**config.mk**
```make
export PLATFORM = sky130hd
export DESIGN_NAME = uart_receiver
export DESIGN_NICKNAME = d
export VERILOG_FILES = /design/src/rtl/uart_receiver.sv
export SDC_FILE = /design/constraint.sdc
export NUM_CORES = 1
export LEC_CHECK = 0
export ABC_AREA = 1
export CORE_MARGIN = 5
export CORE_UTILIZATION = 57
export CTS_CLUSTER_SIZE = 20
export DETAILED_ROUTE_END_ITERATION = 10
export PLACE_DENSITY = 0.78
export SLEW_MARGIN = 20
export SYNTH_ARGS = -nofsm -noshare
export SYNTH_HDL_FRONTEND = slang
export SYNTH_SLANG_ARGS = --single-unit
```
**constraint.sdc**
```tcl
create_clock -name i_clk -period 2.2 [get_ports i_clk]
set_clock_uncertainty 0.05 [all_clocks]
set_input_delay 0.66 -clock i_clk [delete_from_list [all_inputs] [get_ports i_clk]]
set_output_delay 0.66 -clock i_clk [all_outputs]
set_load 0.05 [all_outputs]
```
**src/rtl/uart_receiver.sv**
```systemverilog
// rtl/uart_receiver.sv - 8N1 UART receiver with mid-bit sampling and valid/ready byte output
//
// Purpose:
//   Recovers 8N1 frames (start, 8 data LSB-first, stop) from an asynchronous
//   serial line. Bits are sampled in the middle of each bit period. False
//   starts are dropped, bad stop bits raise a framing-error pulse, and a byte
//   that lands on top of an unaccepted one raises an overrun pulse.
//
// Ports:
//   i_clk          single clock, rising edge
//   i_sync_reset   synchronous reset, active-high
//   i_rx           serial line, asynchronous, idle high
//   o_rx_data      received byte, meaningful while o_rx_valid is high
//   o_rx_valid     byte available, held until accepted
//   i_rx_ready     consumer accepts when o_rx_valid and i_rx_ready are both high
//   o_frame_error  one-cycle pulse when the stop bit is sampled low
//   o_overrun      one-cycle pulse when a byte completes over an unaccepted one
//   o_busy         high whenever the receiver is not idle

module uart_receiver #(
  parameter int CLKS_PER_BIT = 4
) (
  input  logic       i_clk,
  input  logic       i_sync_reset,
  input  logic       i_rx,
  output logic [7:0] o_rx_data,
  output logic       o_rx_valid,
  input  logic       i_rx_ready,
  output logic       o_frame_error,
  output logic       o_overrun,
  output logic       o_busy
);

  localparam logic [15:0] LP_BIT_END  = 16'(CLKS_PER_BIT - 1);
  localparam logic [15:0] LP_HALF_END = 16'(CLKS_PER_BIT / 2 - 1);

  typedef enum logic [2:0] {
    S_IDLE      = 3'd0,
    S_START     = 3'd1,
    S_DATA      = 3'd2,
    S_STOP      = 3'd3,
    S_WAIT_HIGH = 3'd4
  } state_t;

  state_t      r_state;
  state_t      w_next_state;

  logic        r_sync1;
  logic        r_sync2;
  logic [15:0] r_cnt;
  logic [2:0]  r_idx;
  logic [7:0]  r_shift;
  logic [7:0]  r_rx_data;
  logic        r_rx_valid;
  logic        r_frame_error;
  logic        r_overrun;

  logic        w_rx_s;
  logic        w_half_end;
  logic        w_bit_end;
  logic        w_busy;
  logic        w_shift_en;
  logic        w_load;
  logic        w_ferr;

  assign w_rx_s     = r_sync2;
  assign w_half_end = (r_cnt == LP_HALF_END);
  assign w_bit_end  = (r_cnt == LP_BIT_END);

  // State register
  always_ff @(posedge i_clk) begin
    if (i_sync_reset) begin
      r_state <= S_IDLE;
    end else begin
      r_state <= w_next_state;
    end
  end

  // Next-state logic
  always_comb begin
    w_next_state = r_state;
    case (r_state)
      S_IDLE: begin
        if (!w_rx_s) w_next_state = S_START;
      end
      S_START: begin
        // Line back high at mid start bit means a glitch, not a frame.
        if (w_half_end) w_next_state = w_rx_s ? S_IDLE : S_DATA;
      end
      S_DATA: begin
        if (w_bit_end && (r_idx == 3'd7)) w_next_state = S_STOP;
      end
      S_STOP: begin
        // Leaving at mid stop bit lets a back-to-back start edge be caught.
        if (w_bit_end) w_next_state = w_rx_s ? S_IDLE : S_WAIT_HIGH;
      end
      S_WAIT_HIGH: begin
        if (w_rx_s) w_next_state = S_IDLE;
      end
      default: w_next_state = S_IDLE;
    endcase
  end

  // Output / strobe logic
  always_comb begin
    w_busy     = (r_state != S_IDLE);
    w_shift_en = 1'b0;
    w_load     = 1'b0;
    w_ferr     = 1'b0;
    case (r_state)
      S_DATA: w_shift_en = w_bit_end;
      S_STOP: begin
        w_load = w_bit_end && w_rx_s;
        w_ferr = w_bit_end && !w_rx_s;
      end
      default: ;
    endcase
  end

  // Datapath: synchronizer, bit timer, shift register, output handshake
  always_ff @(posedge i_clk) begin
    if (i_sync_reset) begin
      r_sync1       <= 1'b1;
      r_sync2       <= 1'b1;
      r_cnt         <= 16'd0;
      r_idx         <= 3'd0;
      r_shift       <= 8'h00;
      r_rx_data     <= 8'h00;
      r_rx_valid    <= 1'b0;
      r_frame_error <= 1'b0;
      r_overrun     <= 1'b0;
    end else begin
      r_sync1 <= i_rx;
      r_sync2 <= r_sync1;

      if (w_next_state != r_state) begin
        r_cnt <= 16'd0;
        r_idx <= 3'd0;
      end else if (w_shift_en) begin
        r_cnt <= 16'd0;
        r_idx <= r_idx + 3'd1;
      end else if ((r_state == S_START) || (r_state == S_DATA) || (r_state == S_STOP)) begin
        r_cnt <= r_cnt + 16'd1;
      end

      if (w_shift_en) r_shift[r_idx] <= w_rx_s;

      r_frame_error <= w_ferr;
      r_overrun     <= 1'b0;

      if (w_load) begin
        // A same-cycle accept frees the slot, so only an unaccepted byte overruns.
        r_rx_data  <= r_shift;
        r_rx_valid <= 1'b1;
        r_overrun  <= r_rx_valid && !i_rx_ready;
      end else if (r_rx_valid && i_rx_ready) begin
        r_rx_valid <= 1'b0;
      end
    end
  end

  assign o_rx_data     = r_rx_data;
  assign o_rx_valid    = r_rx_valid;
  assign o_frame_error = r_frame_error;
  assign o_overrun     = r_overrun;
  assign o_busy        = w_busy;

endmodule

```
==> impl_metrics.toml, run 1 <==
# generated from flow reports
[drt]
vias_per_cell = 4.89
drt_iter0_drc = 99
antenna_left = 0
dr.pass1.iters = 4

[timing]
tns_ns = 0
hold_viol_final = 0
setup_viol = 0
rsz0062_at_grt = "no"
setup_ws_ns = 0.0512
finalCritPeriodShare = 0.977
fmax_mhz = 465
slew-limit-headroom = 0.654

[clock_tree]
cts_tree = "done"
cts_buffers = 5
clkSinkCount = 43
clk_pin_slew_ns = 0.08
clockBufferDepth = 2
post_cts_buffers = 0

[layout]
layout_top_cells = "nand2_1, dfxtp_1, inv_1, nor2_1, a21oi_1"
n_antenna_cell = 0
fin_nets = 310
drive_gt1_frac = 0.119
area_growth_pct = 14.4

[place]
place_hpwl_mm = 2.81

[power_and_ir_drop]
power_density_mw_per_mm2 = 577
p_total_w = 0.00137

[global_route]
grt_pass1_vias = 1579
antenna_found_initial = 0
grt_usage = 0.169
grt_max_degree = 17

[setup_path]
path_buffers = 1
required_ns = 1.49
crit_arrival_ns = 1.44

[yosys]
synth-seq-cells = 43
syn_inst = 284
synth-edff-count = 0
synth.avg_cell_area_um2 = 7.33
yosys_cells = 284
ys_seq_share = 0.413

[outcome]
outcome = "complete, no violations"

[floorplanning]
core_area_mm2 = 0.00361
die-area_mm2 = 0.00496
die_w_um = 70.4
pin_count = 16

[min_path]
holdCritStartpoint = "r_sync1"
[run 1: cells in the mapped netlist, types with 2 or more instances]
library cell	n	area, um2
ha_1	4	50.1
nand3_2	3	30.0
dfxtp_1	43	861
nand2_2	3	18.8
nand2_1	53	199
nand3_1	18	90.1
or2_2	2	12.5
o21ai_0	13	65.1
inv_2	2	7.51
nor2_2	9	56.3
xor2_1	13	114
nor3_1	4	20.0
nand4_1	3	18.8
nor2_1	38	143
a21oi_1	19	95.1
clkbuf_1	3	11.3
inv_1	41	154
nor2_4	2	22.5
[run 1: power breakdown]
group          leakage (nW)  switching [W]  internal [W]
registers             0.347     0.00000553      0.000782
clock network        0.0408       0.000289      0.000227
logic                 0.587      0.0000437     0.0000258
total                 0.975       0.000338       0.00104
[run 1: flip-flops by register name, indices dropped and copies added (netlist names)]
signal and count:
o_frame_error 1, r_idx 3, r_cnt 16, o_overrun 1, o_rx_data 8, r_state 3
r_sync1 1, r_sync2 1, r_shift 8, o_rx_valid 1
[run 1: final timing paths]
kind | cells past startpoint | endpoint | slack [ns]
max | 1 | o_rx_data[4] | 0.05
min | 1 | r_sync2 | 0.37
max reg2reg | 8 | r_cnt[0] | 0.39
min reg2reg | 1 | r_sync2 | 0.37
[run 1: cell families (layout without fill, tap and decap cells)]
kind of cell,Yosys count,count (layout),synth area share
xor gates and xnor gates,14,14,0.0589
DFF,43,43,0.413
AOI/OAI and AO/OA,35,35,0.0901
adders and majority gates,4,4,0.0240
and+or+nand+nor,139,139,0.317
buffers and inverters,49,68,0.0962
[run 1: layer usage]
layer	track usage	vias to the layer above	part of all wire
li1	-	917	-
met1	0.222	762	0.50
met2	0.270	34	0.44
met3	0.0432	5	0.051
met4	0.0511	0	0.013
met5	0	-	0
[run 1: what timing repair did]
| action | in CTS | in global routing |
|---|---|---|
| setup endpoints to repair | 0 | 4 |
| gates resized | 0 | 4 |
| hold endpoints to repair | 0 | 0 |
[run 1: metrics by stage]
stage / area [um2] / utilization / hold WS [ns] / cells
after global placement: 2280 / 0.632 / 0.341 / 343
after detailed placement: 2280 / 0.632 / 0.351 / 343
after global routing: 2380 / 0.660 / 0.402 / 351
after floorplan: 2080 / - / 0.339 / 284
final: 2380 / 0.660 / 0.368 / 351
after CTS: 2370 / 0.658 / 0.373 / 351
[run 1: final cells by class]
| class | instances | area, um2 |
|---|---|---|
| Clock buffer | 5 | 68.8 |
| Clock inverter | 3 | 23.8 |
| Fill cell | 305 | 1220 |
| Inverter | 43 | 161 |
| Multi-Input combinational cell | 192 | 1020 |
| Sequential cell | 43 | 861 |
| Tap cell | 48 | 60.1 |
| Timing Repair Buffer | 17 | 185 |
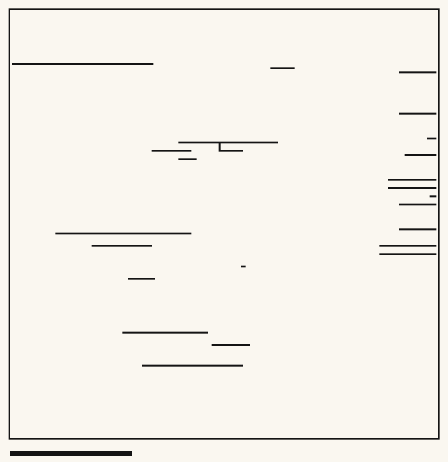
**Above:** run 1 (metal 3).
The bar under the picture is 20 um long.
- nets with wire on the layer: 20
- wire length on this layer: 193 um

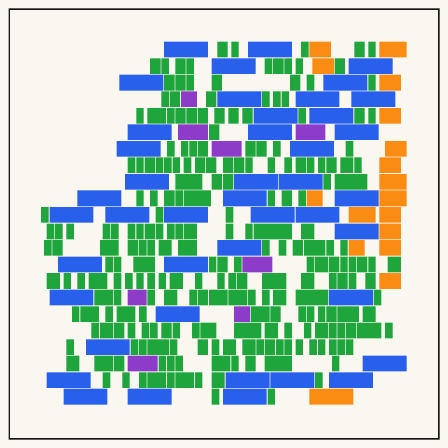
**Above:** run 1 (cell classes on the final placement).
- other buffers and delay cells: orange (cells 17; share of their area 8.0%)
- all other logic: green (cells 235; share of their area 51%)
- flip-flops: blue (cells 43; share of their area 37%)
- clock drivers and dummy loads: purple (cells 8; share of their area 4.0%)

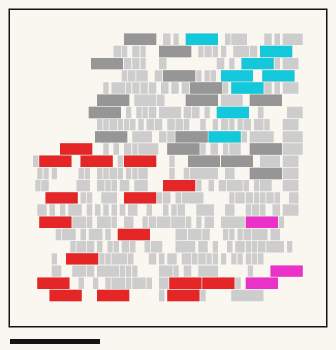
**Above:** run 1 (sequential cells coloured by netlist name).
The bar under the picture is 20 um long. Other sequential cells in the stronger grey, the rest of the logic in the fainter grey.
- r_cnt: red (placed flops 16)
- r_state: magenta (placed flops 3)
- o_rx_data: cyan (placed flops 8; where top right)
- not coloured: 16

--- run 2 (diff from run 1) ---
--- a/config.mk
+++ b/config.mk
@@ -6,6 +6,7 @@
 export NUM_CORES = 1
 export LEC_CHECK = 0
 export ABC_AREA = 1
+export CAP_MARGIN = 20
 export CORE_MARGIN = 5
 export CORE_UTILIZATION = 57
 export CTS_CLUSTER_SIZE = 20
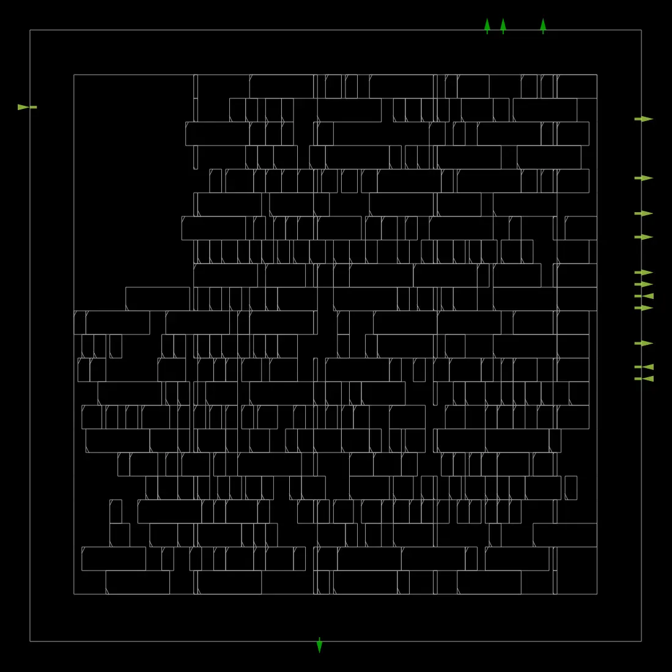
**Above:** run 2 (placement view).
flip-flops: 43
FP Rows: 22
final core utilization: 0.660
Final Non-Filler Cells: 351

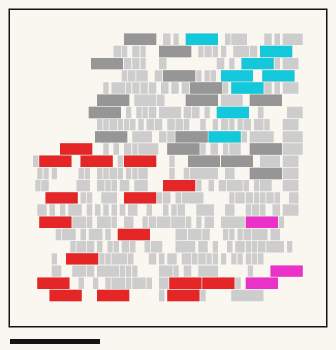
**Above:** run 2 (sequential cells coloured by netlist name).
The bar under the picture is 20 um long. Other sequential cells in the stronger grey, the rest of the logic in the fainter grey.
- r_state: magenta (placed flops 3)
- r_cnt: red (placed flops 16)
- o_rx_data: cyan (placed flops 8; where top right)

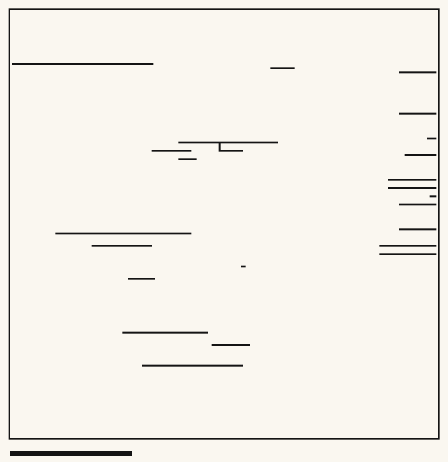
**Above:** run 2 (metal 3).
The bar under the picture is 20 um long.
- longest straight run: 23.0 um
- wire length on this layer: 193 um
- nets with wire on the layer: 20
- share of all routed wire: 5.1%
- main direction: horizontal

==> impl_metrics.toml, run 2 <==
# generated from flow reports
[global_route]
antenna_found_initial = 0
grt_usage = 0.169
grt_busiest_layer = "met2"
grt_pass1_vias = 1579
grtUsageMet2 = 0.270
met1_usage = 0.222
grt_util_met3 = 0.0432

[layout]
fin_nets = 310
fill_cells = 305
n_antenna_cell = 0
drive_gt1_frac = 0.119
layout_top_cells = "nand2_1, dfxtp_1, inv_1, nor2_1, a21oi_1"
largest_register = "r_cnt"
largest_reg_flops = 16
area_growth_pct = 14.4

[power_and_ir_drop]
p_total_w = 0.00137
intPower_w = 0.00104
p_seq_frac = 0.574
switchingPower_w = 0.000338
combPwrFrac = 0.051
power_density_mw_per_mm2 = 577
swShare = 0.246
max-vdd-ir-drop_uv = 371
clkPwrFrac = 0.376

[yosys]
synth-edff-count = 0
netlist.area_leader.share = 0.413
most_common_cell = "nand2_1"
top_cells_by_area = "dfxtp_1, nand2_1, inv_1, nor2_1, xor2_1"
ys_seq_share = 0.413
syn_inst = 284
ys_top_cells_by_count = "nand2_1, dfxtp_1, inv_1, nor2_1, a21oi_1"
synth-seq-cells = 43
yosysTopAreaCell = "dfxtp_1"

[setup_path]
crit_path_top_delay_cell = "clkdlybuf4s50_1"
required_ns = 1.49
crit_arrival_ns = 1.44

[place]
dp_cells = 343
place_hpwl_mm = 2.81

[drt]
drt_iter0_drc = 99
dr.pass1.iters = 4
antenna_left = 0
vias_per_cell = 4.89

[timing]
fmax_mhz = 465
finalCritPeriodShare = 0.977
tns_ns = 0
rsz0062_at_grt = "no"
slew-limit-headroom = 0.654
hold_viol_final = 0
setup_viol = 0

[run]
tool_warnings = 27

[clock_tree]
clk_latency_ns = 0.30
clockBufferDepth = 2
clkSinkCount = 43
cts-root-buf = "clkbuf_8"
clk_pin_slew_ns = 0.08
cts_buffers = 5
cts_tree = "done"
post_cts_buffers = 0

[floorplanning]
pin_count = 16
core_area_mm2 = 0.00361
die_w_um = 70.4

[outcome]
outcome = "complete, no violations"
[run 2: cell type report]
cell class | count | area (um2) | area share
clock inverters | 3 | 23.8 | 0.00998
inverters | 43 | 161 | 0.0678
clock buffers | 5 | 68.8 | 0.0289
multi-input cells | 192 | 1020 | 0.429
repair buffers | 17 | 185 | 0.0778
well taps | 48 | 60.1 | 0.0252
flip-flops and latches | 43 | 861 | 0.362
[run 2: layer usage]
metal  vias up  part of all wire  wire length [um]
met2        34              0.44              1670
li1        917                 -                 -
met3         5             0.051               193
met4         0             0.013                49
met5         -                 0                 0
met1       762              0.50              1900
[run 2: path summary, 6_finish.rpt]
check	startpoint	endpoint	slack, ns	depth (start not counted)
setup reg to reg	r_cnt[0]	r_cnt[0]	0.39	8
setup / recovery	o_rx_data[4]	o_rx_data[4]	0.05	1
hold / removal	r_sync1	r_sync2	0.37	1
hold reg to reg	r_sync1	r_sync2	0.37	1
[run 2: power by group through the flow]
stage	combinational (W)	clock (W)	sequential, W
after floorplan	0.0000537	0	0.000804
after global routing	0.0000778	0.000576	0.000789
after global placement	0.0000687	0	0.000806
final	0.0000695	0.000516	0.000788
after CTS	0.0000699	0.000537	0.000788
after detailed placement	0.0000699	0	0.000806
[run 2: stage by stage]
step / setup slack, ns / hold WS, ns / utilization
after detailed placement: 0.289 / 0.351 / 0.632
final: 0.0512 / 0.368 / 0.660
after CTS: 0.0247 / 0.373 / 0.658
after global routing: 0.00411 / 0.402 / 0.660
after floorplan: 0.579 / 0.339 / -
after global placement: 0.335 / 0.341 / 0.632
[run 2: kinds of logic after synthesis]
family                     count (synthesis)  synth area share
and+or+nand+nor                          139             0.317
buffers and inverters                     49            0.0962
DFF                                       43             0.413
AOI/OAI and AO/OA                         35            0.0901
xor gates and xnor gates                  14            0.0589
adders and majority gates                  4            0.0240
[run 2: what timing repair did]
action | CTS | global route
resized | 0 | 4
hold endpoints to repair | 0 | 0
endpoints found under the setup margin | 0 | 4
hold buffers | 0 | 0
**Run 2: cell classes on the final placement**

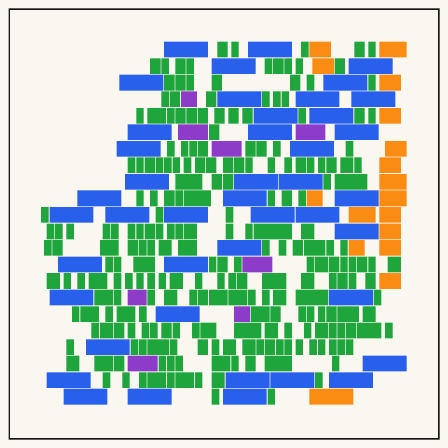

--- run 3 (diff from run 2) ---
--- a/config.mk
+++ b/config.mk
@@ -7,11 +7,13 @@
 export LEC_CHECK = 0
 export ABC_AREA = 1
 export CAP_MARGIN = 20
+export CELL_PAD_IN_SITES_DETAIL_PLACEMENT = 0
+export CELL_PAD_IN_SITES_GLOBAL_PLACEMENT = 2
 export CORE_MARGIN = 5
-export CORE_UTILIZATION = 57
+export CORE_UTILIZATION = 33
 export CTS_CLUSTER_SIZE = 20
 export DETAILED_ROUTE_END_ITERATION = 10
-export PLACE_DENSITY = 0.78
+export PLACE_DENSITY_LB_ADDON = 0.1
 export SLEW_MARGIN = 20
 export SYNTH_ARGS = -nofsm -noshare
 export SYNTH_HDL_FRONTEND = slang
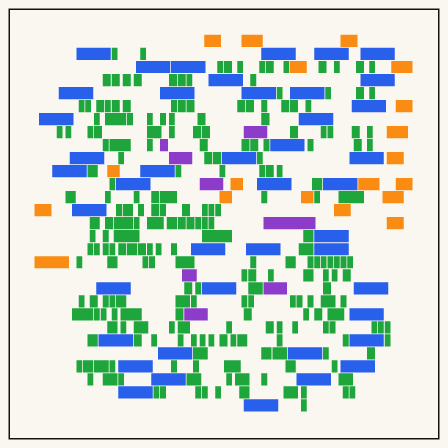
**Above:** run 3 (cell classes on the final placement).
- all other logic: green (cells 235; share of their area 50%)
- flip-flops: blue (cells 43; share of their area 36%)
- clock drivers and dummy loads: purple (cells 8; share of their area 4.8%)
- other buffers and delay cells: orange (cells 19; share of their area 8.6%)
core area: 0.00624 mm2
final core utilization: 0.393
post-route cell area: 0.00245 mm2
sequential cell area share: 0.351
FP Rows: 29

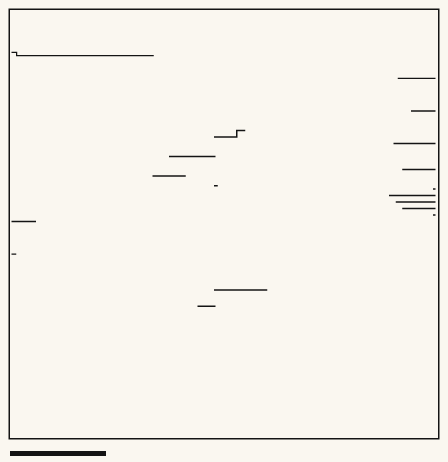
**Above:** run 3 (metal 3).
The bar under the picture is 20 um long.
- main direction: horizontal
- wire length on this layer: 126 um
- longest straight run: 28.5 um
Vias: 1,637
grt met3 use: 0.0276
final WL: 4.34 mm

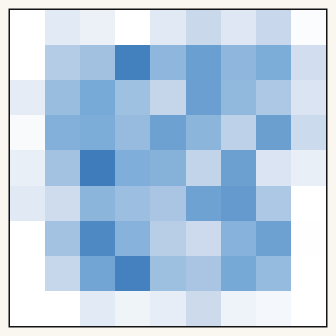
**Above:** run 3 (cell area per tile).
The die is cut into 9 by 9 equal tiles; white is low, dark blue is high, 0 to 100% covered.
- fullest tile: 69%
- mean over tiles: 30%
- nearly empty tiles: 14%
- densest ninth of the die: middle
initial core utilization: 0.334

==> impl_metrics.toml, run 3 <==
# generated from flow reports
[outcome]
outcome = "complete, no violations"

[setup_path]
crit_path_top_delay_cell = "clkdlybuf4s50_1"
cp-startpoint = "o_rx_data[7]"
path_buffers = 1
timing.rr.start = "r_cnt[0]"

[power_and_ir_drop]
p_seq_frac = 0.531
power_density_mw_per_mm2 = 603
intPower_w = 0.00115
clkPwrFrac = 0.418
combPwrFrac = 0.051

[drt]
antenna_left = 0
drt_iter0_drc = 54
vias_per_cell = 4.29

[place]
place_hpwl_mm = 3.25

[clock_tree]
post_cts_buffers = 0
clk_latency_ns = 0.30
clockBufferDepth = 2
clkSinkCount = 43
clk_pin_slew_ns = 0.09
cts-root-buf = "clkbuf_8"
cts_tree = "done"

[yosys]
yosys_cells = 284
netlist.area_leader.share = 0.413
yosysTopAreaCell = "dfxtp_1"
ys_top_cells_by_count = "nand2_1, dfxtp_1, inv_1, nor2_1, a21oi_1"
top_cells_by_area = "dfxtp_1, nand2_1, inv_1, nor2_1, xor2_1"
most_common_cell = "nand2_1"
synth.avg_cell_area_um2 = 7.33
synth-edff-count = 0
syn_inst = 284
ys_seq_share = 0.413

[global_route]
grt_usage = 0.121
grt_max_degree = 17
antenna_found_initial = 0
grt_pass1_vias = 1539

[run]
tool_warnings = 27

[floorplanning]
pin_count = 16
die-area_mm2 = 0.00800
die_w_um = 89.4

[timing]
holdWs_ns = 0.374
hold_viol_final = 0
finalCritPeriodShare = 0.976
slew-limit-headroom = 0.662
tns_ns = 0

[layout]
drive_gt1_frac = 0.125
n_antenna_cell = 0
fin_nets = 312
area_growth_pct = 17.9
largest_register = "r_cnt"

[min_path]
holdCritStartpoint = "r_sync1"
-- run 3: cell counts after synthesis --
Identical to the previous run, type by type.
-- run 3: final timing paths --
path	depth (start not counted)	end	slack, ns
setup / recovery	1	o_rx_data[7]	0.05
hold / removal	1	r_sync2	0.37
hold reg to reg	1	r_sync2	0.37
setup reg to reg	8	r_cnt[9]	0.38
-- run 3: what timing repair did --
item | CTS | global route
resized | 0 | 5
endpoints found under the hold margin | 0 | 0
setup endpoints to repair | 0 | 5
-- run 3: kinds of logic after synthesis --
group / after synthesis / share of synthesized area
fa+ha+maj: 4 / 0.0240
simple gates: 139 / 0.317
buf+inv: 49 / 0.0962
compound gates: 35 / 0.0901
flops: 43 / 0.413
xor+xnor: 14 / 0.0589
-- run 3: cell type report --
| type | count | area (um2) |
|---|---|---|
| Fill cell | 687 | 3790 |
| Multi-Input combinational cell | 192 | 1020 |
| Sequential cell | 43 | 861 |
| Timing Repair Buffer | 19 | 203 |
| Inverter | 43 | 161 |
| Tap cell | 77 | 96.3 |
| Clock buffer | 5 | 68.8 |
| Clock inverter | 3 | 43.8 |
-- run 3: per-stage QoR --
stage / instance area [um2] / worst slack (ns) / cells / total power [W]
after floorplan: 2080 / 0.579 / 284 / 0.000857
after global placement: 2330 / 0.317 / 374 / 0.000882
after detailed placement: 2330 / 0.310 / 374 / 0.000881
after CTS: 2440 / 0.00856 / 382 / 0.00150
after global routing: 2450 / 0.00212 / 382 / 0.00154
final: 2450 / 0.0536 / 382 / 0.00148
-- run 3: power by group through the flow --
stage                     Clock [W]  Combinational (W)  Sequential, W
after floorplan                   0          0.0000537       0.000804
after global placement            0          0.0000777       0.000805
after detailed placement          0          0.0000760       0.000805
after CTS                  0.000642          0.0000765       0.000786
after global routing       0.000670          0.0000861       0.000787
final                      0.000618          0.0000750       0.000786
-- run 3: layer usage --
layer / track usage / part of all wire
met3: 0.0276 / 0.029
met1: 0.192 / 0.61
met5: 0 / 0
met4: 0.0406 / 0.014
met2: 0.156 / 0.35
No activity file was given, so power comes from the tool's default toggle rates.
